File: config.mk
export PLATFORM = sky130hd
export DESIGN_NAME = tw_mult_sec
export DESIGN_NICKNAME = d
export VERILOG_FILES = /design/src/rtl/tw_mult_sec.sv
export SDC_FILE = /design/constraint.sdc
export NUM_CORES = 2
export LEC_CHECK = 0
export CELL_PAD_IN_SITES_DETAIL_PLACEMENT = 0
export CELL_PAD_IN_SITES_GLOBAL_PLACEMENT = 1
export CORE_MARGIN = 1.5
export CORE_UTILIZATION = 40
export DETAILED_ROUTE_END_ITERATION = 8
export PLACE_DENSITY = 0.74
export SLEW_MARGIN = 20
export SYNTH_ARGS = -nofsm -noshare
export SYNTH_HDL_FRONTEND = slang
export SYNTH_SLANG_ARGS = --single-unit
File: constraint.sdc
create_clock -name clk -period 8 [get_ports clk]
set_input_delay 1.6 -clock clk [delete_from_list [all_inputs] [get_ports clk]]
set_output_delay 1.6 -clock clk [all_outputs]
set_load 0.05 [all_outputs]
File: src/rtl/tw_mult_sec.sv
// tw_mult_sec: stage-2 twiddle consumer. Tracks the frame position, drives
// the twiddle ROM read port, aligns the registered ROM data with the delayed
// sample and performs a rounded, saturated Q1.12 complex rotation.
// Sample accepted in cycle t appears on out_* in cycle t+3.
module tw_mult_sec #(
    parameter int stage_FFT      = 2,
    parameter int SIZE           = 10,
    parameter int word_length_tw = 14,
    parameter int DW             = 16
) (
    input  logic                             clk,
    input  logic                             rst_n,
    input  logic                             in_valid,
    input  logic                             in_sop,
    input  logic signed [DW-1:0]             in_re,
    input  logic signed [DW-1:0]             in_im,
    output logic                             en_rd,
    output logic        [stage_FFT-2:0]      rd_ptr_angle,
    input  logic signed [word_length_tw-1:0] cos_data,
    input  logic signed [word_length_tw-1:0] sin_data,
    output logic                             out_valid,
    output logic                             out_sop,
    output logic                             out_last,
    output logic signed [DW-1:0]             out_re,
    output logic signed [DW-1:0]             out_im
);

    localparam int PW   = DW + word_length_tw;   // product width
    localparam int SW   = PW + 1;                // sum width
    localparam int FRAC = word_length_tw - 2;    // Q1.12 fraction bits

    localparam logic signed [SW-1:0] RND     = SW'(1) <<< (FRAC - 1);
    localparam logic signed [SW-1:0] SAT_MAX = {{(SW-DW+1){1'b0}}, {(DW-1){1'b1}}};
    localparam logic signed [SW-1:0] SAT_MIN = {{(SW-DW+1){1'b1}}, {(DW-1){1'b0}}};

    // Frame position tracking
    logic [SIZE-1:0] cnt_q, cnt_d;
    logic [SIZE-1:0] idx;
    logic            last_flag;

    // P1: delayed sample and markers
    logic                 v1_q, sop1_q, last1_q;
    logic signed [DW-1:0] re1_q, im1_q;

    // P2: partial products
    logic                 v2_q, sop2_q, last2_q;
    logic signed [PW-1:0] p_rc_q, p_is_q, p_rs_q, p_ic_q;

    // P3 combinational: sums, rounding, saturation
    logic signed [SW-1:0] sum_re, sum_im;
    logic signed [SW-1:0] rnd_re, rnd_im;
    logic signed [DW-1:0] sat_re, sat_im;

    function automatic logic signed [DW-1:0] saturate(input logic signed [SW-1:0] v);
        if (v > SAT_MAX)
            return {1'b0, {(DW-1){1'b1}}};
        else if (v < SAT_MIN)
            return {1'b1, {(DW-1){1'b0}}};
        else
            return v[DW-1:0];
    endfunction

    // Effective index (in_sop resynchronises), ROM request and next count
    always_comb begin
        idx          = in_sop ? '0 : cnt_q;
        last_flag    = (idx == '1);
        cnt_d        = cnt_q;
        if (in_valid)
            cnt_d = idx + 1'b1;
        en_rd        = in_valid & rst_n;
        rd_ptr_angle = idx[stage_FFT-2:0];
    end

    // Frame counter, wraps naturally at 2^SIZE
    always_ff @(posedge clk) begin
        if (!rst_n)
            cnt_q <= '0;
        else
            cnt_q <= cnt_d;
    end

    // P1: capture sample alongside the outstanding ROM read
    always_ff @(posedge clk) begin
        if (!rst_n) begin
            v1_q    <= 1'b0;
            sop1_q  <= 1'b0;
            last1_q <= 1'b0;
            re1_q   <= '0;
            im1_q   <= '0;
        end else begin
            v1_q    <= in_valid;
            sop1_q  <= in_valid & in_sop;
            last1_q <= in_valid & last_flag;
            re1_q   <= in_re;
            im1_q   <= in_im;
        end
    end

    // P2: four signed products against the ROM data arriving this cycle
    always_ff @(posedge clk) begin
        if (!rst_n) begin
            v2_q    <= 1'b0;
            sop2_q  <= 1'b0;
            last2_q <= 1'b0;
            p_rc_q  <= '0;
            p_is_q  <= '0;
            p_rs_q  <= '0;
            p_ic_q  <= '0;
        end else begin
            v2_q    <= v1_q;
            sop2_q  <= sop1_q;
            last2_q <= last1_q;
            p_rc_q  <= PW'(re1_q) * PW'(cos_data);
            p_is_q  <= PW'(im1_q) * PW'(sin_data);
            p_rs_q  <= PW'(re1_q) * PW'(sin_data);
            p_ic_q  <= PW'(im1_q) * PW'(cos_data);
        end
    end

    // P3 datapath: complex sums, round half up, saturate to DW bits
    always_comb begin
        sum_re = SW'(p_rc_q) - SW'(p_is_q);
        sum_im = SW'(p_rs_q) + SW'(p_ic_q);
        rnd_re = (sum_re + RND) >>> FRAC;
        rnd_im = (sum_im + RND) >>> FRAC;
        sat_re = saturate(rnd_re);
        sat_im = saturate(rnd_im);
    end

    // P3: registered outputs; data held across bubbles
    always_ff @(posedge clk) begin
        if (!rst_n) begin
            out_valid <= 1'b0;
            out_sop   <= 1'b0;
            out_last  <= 1'b0;
            out_re    <= '0;
            out_im    <= '0;
        end else begin
            out_valid <= v2_q;
            out_sop   <= sop2_q;
            out_last  <= last2_q;
            if (v2_q) begin
                out_re <= sat_re;
                out_im <= sat_im;
            end
        end
    end

endmodule

==> results.cfg <==
; synthesis and place-and-route metrics
[outcome]
run_status = finished clean

[yosys]
synth-area-yosys_sq_mm = 0.0422
synthesized_flop_and_latch_total = 203
synthCells = 4636
netlist_area_sq_mm = 0.0422
synth.largest_area_cell = fa_1
floorplan.nets = 5975
edff_count_synth = 0
top_area_share_pct = 41.6
netlist_top_cells_area = fa_1 (42%), ha_1 (12%), dfxtp_1 (9.6%), inv_1 (9.3%), and2_1 (8.0%)
synth.yosys.seq_area_share_pct = 9.63
dominantRegCellSynth = dfxtp_1
post_synth.cell_area_avg_sq_um = 9.10
post-synth-top-count-cell = inv_1

[timing]
slew_violations = 0
timing.final.crit_period_ns = 7.75
setup_viol = 0
timing_hold_violations_final = 0
timing.hold.ws_ns = 0.442
fin_crit_sh_pct = 96.8

[placed_design]
routabilityCongestion = 0.839
portBuffers = 100
hpwlAfterDp_mm = 84.5

[clock_tree]
ctsHtreeMaxLevel = 1
cts_sinks = 203
cts_tree = yes

[die]
dieArea_sq_mm = 0.107
num_rows = 118
die_height_um = 328
ios = 101

[routing]
drtAntennaViolNets = 0
dr.first_iter.drc_count = 1626

[setup_path]
endpoint_kind = flop
cp-start-kind = primary input
cp_data_arrival_time_ns = 8.20
worstSetupPathType = in -> reg
path_max_fanout = 17

[power_and_ir_drop]
power-per-cell-area_mw_per_mm2 = 348
power_frac_comb_pct = 82.9
p_leak_uw = 0.0244
vdd_drop_max_mv = 0.284
seq-power_uw = 1460
swShare_pct = 48.9

[hold_path]
min_path_type = reg -> reg

[job]
stage_log_warnings = 26

[final_layout]
area_growth_pct = 13.2
-- layout by cell type (no fill, tap or decap), types with 13 or more instances in the layout --
cell type        instances
buf_12                  29
o21a_1                  13
a21o_1                  73
nor2_1                 187
o21bai_1                20
fa_1                   874
inv_1                 1044
a21oi_1                112
xnor2_1                109
and2_1                 539
and3_1                  19
clkbuf_16               28
nand2b_1                33
dfxtp_1                202
nand3_1                 19
a31oi_1                 14
clkdlybuf4s50_1         99
nor3_1                  26
ha_1                   399
nand2_1                442
buf_4                  267
xor2_1                  53
o21ai_0                 87
nand4_1                 14
-- per-layer routing --
| metal | vias to the layer above | GRT usage [%] | wire [um] |
|---|---|---|---|
| met1 | 15283 | 28.4 | 47500 |
| met4 | 0 | 5.38 | 2920 |
| met2 | 598 | 32.5 | 47800 |
| met3 | 93 | 2.21 | 4880 |
| li1 | 14271 | - | - |
| met5 | - | 0 | 0 |
-- stage by stage --
step	setup WS (ns)	util, %	area [sq um]	power (uW)	instances
4_1_cts	0.00637	45.8	47700	16700	6255
6_report	0.252	45.9	47800	16600	6256
5_1_grt	0.00571	45.9	47800	18800	6255
2_1_floorplan	0.337	-	42200	11400	4636
3_5_place_dp	-0.620	44.9	46700	15200	6204
3_3_place_gp	-0.631	44.9	46700	15000	6204
-- area by class of cell --
cell class | count | area, sq um
fill | 10160 | 56300
sequential | 203 | 4070
inverter | 1046 | 3930
clock inverter | 14 | 198
tap | 1380 | 1730
clock buffer | 37 | 785
timing repair buffer | 396 | 3590
antenna | 1 | 2.50
multi-input combinational | 3179 | 33500
-- cell families (layout without fill, tap and decap cells) --
logic type	count (synthesis)	after routing	synth area share, %
AND-OR/OR-AND	417	417	6.48
XOR/XNOR	162	162	3.36
adder cells (fa/ha/maj)	1275	1275	53.4
buffers and inverters	1254	1493	11.2
flip-flops	203	203	9.63
multiplexers	2	2	0.0474
other	0	1	0
AND/OR/NAND/NOR	1323	1323	15.9
-- what timing repair did --
item                       CTS  global route
resized                      0            16
setup endpoints to repair    0            15
hold buffers                 0             0
-- worst max-delay path, cell delays in order --
cell and delay [ns]:
clkdlybuf4s50_1 0.48, buf_4 0.18, buf_4 0.20, and2_1 0.20, fa_1 0.53, inv_1 0.05
fa_1 0.49, inv_1 0.06, fa_1 0.49, fa_1 0.47, fa_1 0.51, inv_1 0.04
fa_1 0.47, inv_1 0.04, ha_1 0.28, a21o_1 0.16, a21o_1 0.17, a21oi_1 0.18
o21ai_0 0.15, a31oi_1 0.25, o21ai_1 0.14, o41ai_2 0.34, buf_4 0.18, o211ai_1 0.11
a21oi_1 0.18, xor2_1 0.17, nor2_1 0.06
-- path summary, 6_finish.rpt --
path	start	to	slack, ns	cells past startpoint
worst min register to register	last1_q	last2_q	0.44	1
worst max register to register	im1_q[8]	p_is_q[28]	1.07	24
worst min-delay path	last1_q	last2_q	0.44	1
worst max-delay path	sin_data[2]	p_is_q[28]	0.25	27
-- flip-flops by register name, summed over array words and instances (netlist names), 10 cells and up --
register and flops:
cnt_q 10, im1_q 16, out_im 16, out_re 16, p_ic_q 30, p_is_q 30
p_rc_q 30, p_rs_q 30, re1_q 16
Figure 1. Clock distribution.
Scale: 1 px per um.
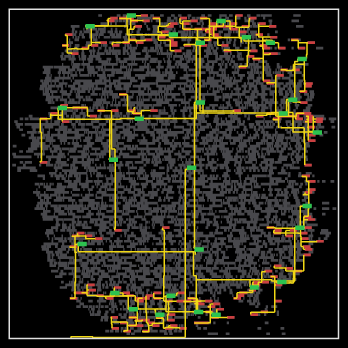
- cells driving clock nets: green (count 28)
- flip-flops: red (count 203)
- clock wires: yellow (length 4360 um)
- flops lie: widely spread
Clock group: 1370 uW
Clk Latency, worst-skew pair: 0.63 ns
clock tree skew after final layout: 0.0561 ns
clock group share of total power: 8.3%

Figure 2. Congestion heat map.
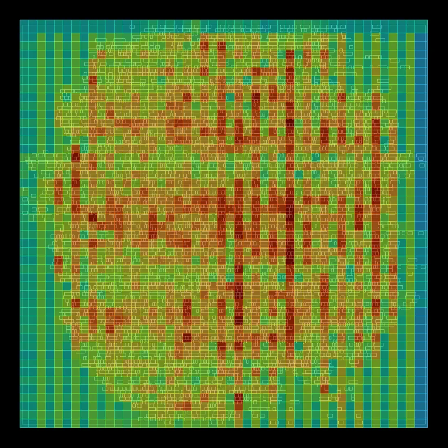
fraction of met1 tracks used by global routing: 28.4%
met3 track demand over resource: 2.21%

Figure 3. Signal wires by layer.
Scale: 1 px per um.
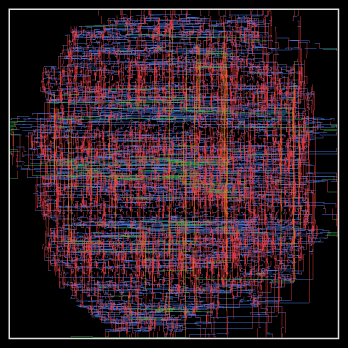
- met4: orange (wire length 2920 um)
- met3: green (wire length 4880 um)
- met1: blue (wire length 47.5 mm)
- met2: red (wire length 47.8 mm)
routed len/inst: 16.5 um
All-Layer GR Usage: 20.0%
final WL: 103 mm
via count of the routed design: 30245

Power and IR drop assume default switching activity.
